metal_stack.png
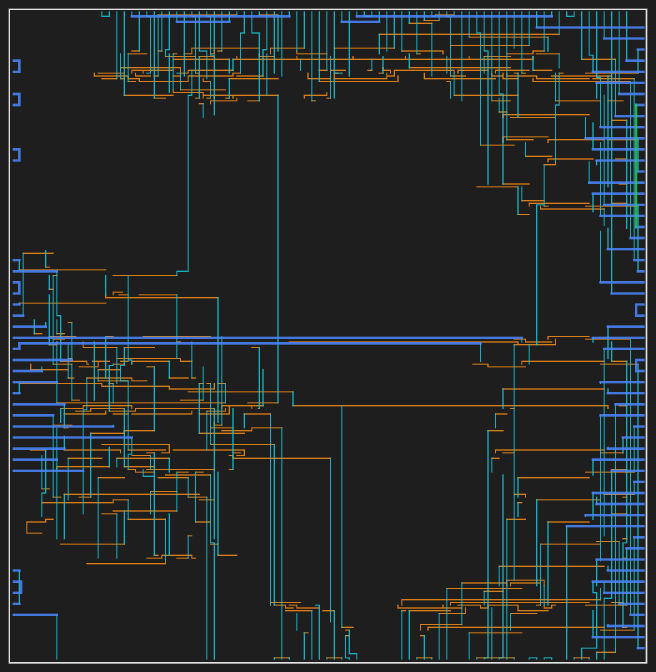
port_nets.png
Bar = 20 um.
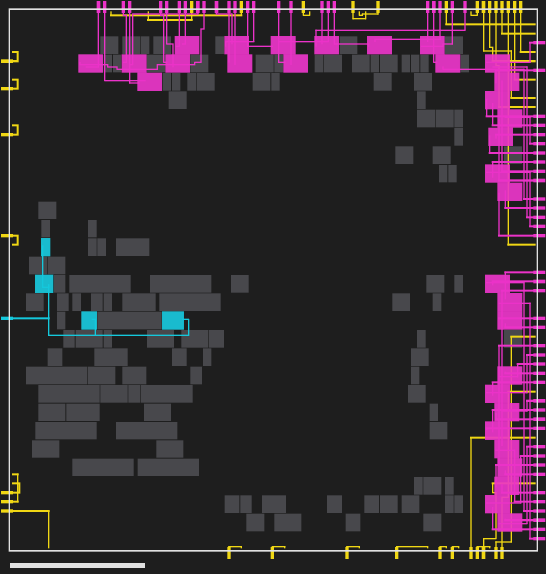
`src/rtl/opendap_ap_mux.sv`:
```
// Routes the SW-DP's single AP port to one of N_AP downstream APs, holds the
// response routing for the whole transaction and aborts hung APs via a watchdog.
module opendap_ap_mux #(
    parameter int N_AP         = 2,
    parameter int UNMAPPED_ERR = 0,
    parameter int TIMEOUT      = 0
) (
    input  logic                 swclk,
    input  logic                 rst_n,
    input  logic [7:0]           up_sel,
    input  logic [5:0]           up_addr,
    input  logic [31:0]          up_wdata,
    input  logic                 up_wen,
    input  logic                 up_ren,
    input  logic                 up_abort,
    output logic [31:0]          up_rdata,
    output logic                 up_rdy,
    output logic                 up_err,
    output logic [5:0]           dn_addr,
    output logic [31:0]          dn_wdata,
    output logic [N_AP-1:0]      dn_wen,
    output logic [N_AP-1:0]      dn_ren,
    output logic [N_AP-1:0]      dn_abort,
    input  logic [32*N_AP-1:0]   dn_rdata,
    input  logic [N_AP-1:0]      dn_rdy,
    input  logic [N_AP-1:0]      dn_err
);

    localparam logic [7:0]  N_AP_SEL      = 8'(N_AP);
    localparam logic [15:0] TMO_LAST      = 16'(TIMEOUT - 1);
    localparam logic        TMO_EN        = (TIMEOUT != 0);
    localparam logic        UNMAP_ERR_BIT = (UNMAPPED_ERR != 0);

    logic [7:0]  act_sel;
    logic        pending;
    logic        unmapped;
    logic [15:0] tmo_cnt;
    logic        tmo_err;

    logic        req;
    logic        sel_rdy;
    logic        sel_err;
    logic [31:0] sel_rdata;
    logic        tmo_busy;
    logic        tmo_fire;

    // Handshake: a request is a one-cycle up_wen/up_ren pulse issued only while
    // up_rdy=1; the transaction completes on the first cycle up_rdy=1 after it,
    // and up_err is meaningful only on that cycle (or the watchdog error cycle).
    assign req      = up_wen | up_ren;
    assign dn_addr  = up_addr;
    assign dn_wdata = up_wdata;

    // Response side follows the latched act_sel, never the live up_sel.
    always_comb begin
        sel_rdy   = 1'b0;
        sel_err   = 1'b0;
        sel_rdata = '0;
        dn_wen    = '0;
        dn_ren    = '0;
        for (int i = 0; i < N_AP; i++) begin
            if (act_sel == 8'(i)) begin
                sel_rdy   = dn_rdy[i];
                sel_err   = dn_err[i];
                sel_rdata = dn_rdata[32*i +: 32];
            end
            if (up_sel == 8'(i)) begin
                dn_wen[i] = rst_n && up_wen;
                dn_ren[i] = rst_n && up_ren;
            end
        end
    end

    assign tmo_busy = pending && !unmapped && !sel_rdy;
    assign tmo_fire = TMO_EN && tmo_busy && (tmo_cnt == TMO_LAST);

    always_comb begin
        dn_abort = '0;
        for (int i = 0; i < N_AP; i++) begin
            if (rst_n && act_sel == 8'(i)) begin
                dn_abort[i] = up_abort || tmo_fire;
            end
        end
    end

    assign up_rdy   = !pending || unmapped || sel_rdy;
    assign up_rdata = unmapped ? 32'h0 : sel_rdata;
    assign up_err   = (pending && up_rdy && (unmapped ? UNMAP_ERR_BIT : sel_err)) || tmo_err;

    always_ff @(posedge swclk or negedge rst_n) begin
        if (!rst_n) begin
            act_sel  <= '0;
            pending  <= 1'b0;
            unmapped <= 1'b0;
            tmo_cnt  <= '0;
            tmo_err  <= 1'b0;
        end else begin
            tmo_err <= tmo_fire;
            if (req) begin
                // A new request overrides any completion in the same cycle.
                act_sel  <= up_sel;
                pending  <= 1'b1;
                unmapped <= (up_sel >= N_AP_SEL);
                tmo_cnt  <= '0;
            end else begin
                if ((pending && up_rdy) || up_abort || tmo_fire) begin
                    pending <= 1'b0;
                end
                if (tmo_busy && tmo_cnt != 16'hFFFF) begin
                    tmo_cnt <= tmo_cnt + 16'd1;
                end
            end
        end
    end

    a_no_dual_req : assert property (@(posedge swclk) disable iff (!rst_n)
        !(up_wen && up_ren));
    a_req_when_rdy : assert property (@(posedge swclk) disable iff (!rst_n)
        req |-> up_rdy);

endmodule

```
`config.mk`:
```
export PLATFORM = sky130hd
export DESIGN_NAME = opendap_ap_mux
export DESIGN_NICKNAME = d
export VERILOG_FILES = /design/src/rtl/opendap_ap_mux.sv
export SDC_FILE = /design/constraint.sdc
export NUM_CORES = 1
export LEC_CHECK = 0
export CAP_MARGIN = 10
export CORE_AREA = 2 2 76 78
export CTS_BUF_LIST = sky130_fd_sc_hd__clkbuf_8
export DETAILED_ROUTE_END_ITERATION = 10
export DIE_AREA = 0 0 78 80
export DONT_BUFFER_PORTS = 1
export SYNTH_ARGS = -nofsm -noshare
export SYNTH_HDL_FRONTEND = slang
export SYNTH_SLANG_ARGS = --single-unit
```
`constraint.sdc`:
```
create_clock -name swclk -period 3 [get_ports swclk]
set_clock_uncertainty 0.05 [all_clocks]
set_input_delay 0.75 -clock swclk [delete_from_list [all_inputs] [get_ports swclk]]
set_output_delay 0.75 -clock swclk [all_outputs]
set_load 0.03 [all_outputs]
```
==> qor.yml <==
syn-mean-instance-area_um2: 8.42
reg2reg_to: "pending$_DFFE_PN0P_"
seqPwrFrac_pct: 40.7
hold-worst-slack_ps: 162
die_y_um: 80
yosysTopAreaCellShare_pct: 25.1
mappedNetlistArea_mm2: 0.00131
cell_chain_critical_path: "nor4_4, nand3b_2, buf_4, nor2_1, buf_4"
postCtsResizedCells: 0
crit_type: "flop to output pin"
worstPathMaxFanout: 25
stage_log_warnings: 26
finalClockPeriodUsage_pct: 87.1
diodes: 0
worst-r2r-cell-count: 3
power.largest_group: "registers"
power_of_the_combinational_group_uw: 75.2
wl_per_cell_um: 16.9
clk_transition_reported_paths_ps: 50
cts.repair_timing.setup_buffer_count: 0
area.share.sequential_pct: 18.0
routed_wirelength_um: 3800
critical_path_buf_inv_count: 2
nMultiInputCombCells: 98
yosys.stat.seqShare_pct: 19.0
num_rows: 27
crit-reg2reg-launch: "act_sel[0]$_DFFE_PN0P_"
finalSetupViolations: 0
timing.hold.worst.class: "primary input to async pin"
largest_cells_by_area: "sky130_fd_sc_hd__mux2i_1, sky130_fd_sc_hd__buf_4, sky130_fd_sc_hd__dfrtp_1, sky130_fd_sc_hd__nor2_1, sky130_fd_sc_hd__mux2_2"
finalCoreUtilization_pct: 25.8
setup.reg_to_reg.worst_slack_ps: 1400
share_comb_of_total_power_pct: 18.6
worst_path_largest_cell_delay_ps: 400
grt_setup_unrepaired: "no"
static-leakage-power_nw: 0.656
synth_top_flop_cell: "sky130_fd_sc_hd__dfrtp_1"
critPathArrivalTime_ps: 1810
worst_setup_path_end_kind: "output pin"
groute.usage.overall_pct: 10.3
ys_cells: 156
power_density_mw_per_mm2: 289
maxCapViolations: 0
critical_path_cell_count: 5
crit_top_cell: "sky130_fd_sc_hd__buf_4"
critPathRequiredTime_ps: 2200
layout.cells.most_common_list: "sky130_fd_sc_hd__buf_4, sky130_fd_sc_hd__mux2i_1, sky130_fd_sc_hd__nor2_1"
setup.worst_path.end: "up_rdata[15]"
floorplan_utilization_pct: 24.3
detailroute.wirelength.met2_um: 1880
finalWorstPathRequiredPeriod_ps: 2610
tritoncts: "built"
fill_cells: 608
cts-htree-levels: 1
pg_clk_uw: 164
non_clock_buffer_area_share_pct: 19.9
largest_class: "combinational gates"
post_synthesis_register_bit_count: 10
cts-root-to-sink-buffers: 2
antenna_violating_nets_post_route: 0
switching_share_pct: 24.3
synth-edff-count: 0
critPathLaunchType: "flop"
yosys.cell_types.count: 22
grt_first_pass_wirelength_um: 5020
gr-usage-met2_pct: 17.5
cts_root_buffer: "sky130_fd_sc_hd__clkbuf_8"
regArea_um2: 251
clock_buffers: 4
pin_count_of_the_biggest_net_entering_global_routing: 26
wl_met1_um: 1380
finalSetupTns_ps: 0
drc_errors: 0
postCtsHoldBufs: 0
worst-slew-pin-transition_ps: 586
top_cells_by_count: "sky130_fd_sc_hd__buf_4, sky130_fd_sc_hd__mux2i_1, sky130_fd_sc_hd__nor2_1"
dr_wl_met3_um: 515
use_met3_pct: 4.19
slew_headroom_pct: 61.0
dr.pass1.iters: 4
irDropWorstVdd_v: 0.000243
overflow: 0
port_bufs: 0
drive_above_1_share_pct: 37.5
run_status: "complete, no violations"
clock_power_share_pct: 40.7
highest_layer: "met4"
detailroute.via_count: 1001
sh_comb_area_pct: 50.9
synth.yosys.chip_area_mm2: 0.00131
critical_path.slowest_cell: "sky130_fd_sc_hd__dfrtp_1"
drt_iter0_markers: 13
grt_antenna_before_repair: 0
postSynthCellCount: 156
boundaryPins: 197
clock_network_contribution_to_total_cell_area_pct: 3.94
design.die.area_mm2: 0.00624
## Picture notes: metal_stack.png
color	layer	wire length
orange	met1	1380 um
blue	met3	516 um
green	met4	15.0 um
cyan	met2	1880 um

## Picture notes: port_nets.png
color	port	bits	direction	edge	end cells	buffers	wire
yellow	`up_wdata`	32	input	14 top, 11 bottom, 7 left	0	0	333 um
cyan	`up_wen`	1	input	left	4	0	47.0 um
magenta	`dn_rdata`	64	input	39 right, 25 top	32	0	762 um

## kinds of logic (layout without fill, tap and decap cells)
logic type / after synthesis / count (layout) / synth area share (%)
flip-flops: 10 / 10 / 19.0
buffers and inverters: 48 / 44 / 26.9
AND-OR/OR-AND: 2 / 2 / 1.05
AND/OR/NAND/NOR: 54 / 54 / 20.2
multiplexers: 42 / 42 / 32.9
## per-stage QoR
stage          setup WS (ps)  power [mW]  instance area (um2)  instances
2_1_floorplan            177       0.324                 1310        156
3_3_place_gp             512       0.241                 1340        220
3_5_place_dp             461       0.243                 1340        220
4_1_cts                  349       0.409                 1400        224
5_1_grt                  230       0.423                 1400        224
6_report                 388       0.403                 1400        224
## flip-flops by register name (all words and copies together) (netlist names)
register  cells
pending       1
unmapped      1
act_sel       8
No activity file was given, so power comes from the tool's default toggle rates.
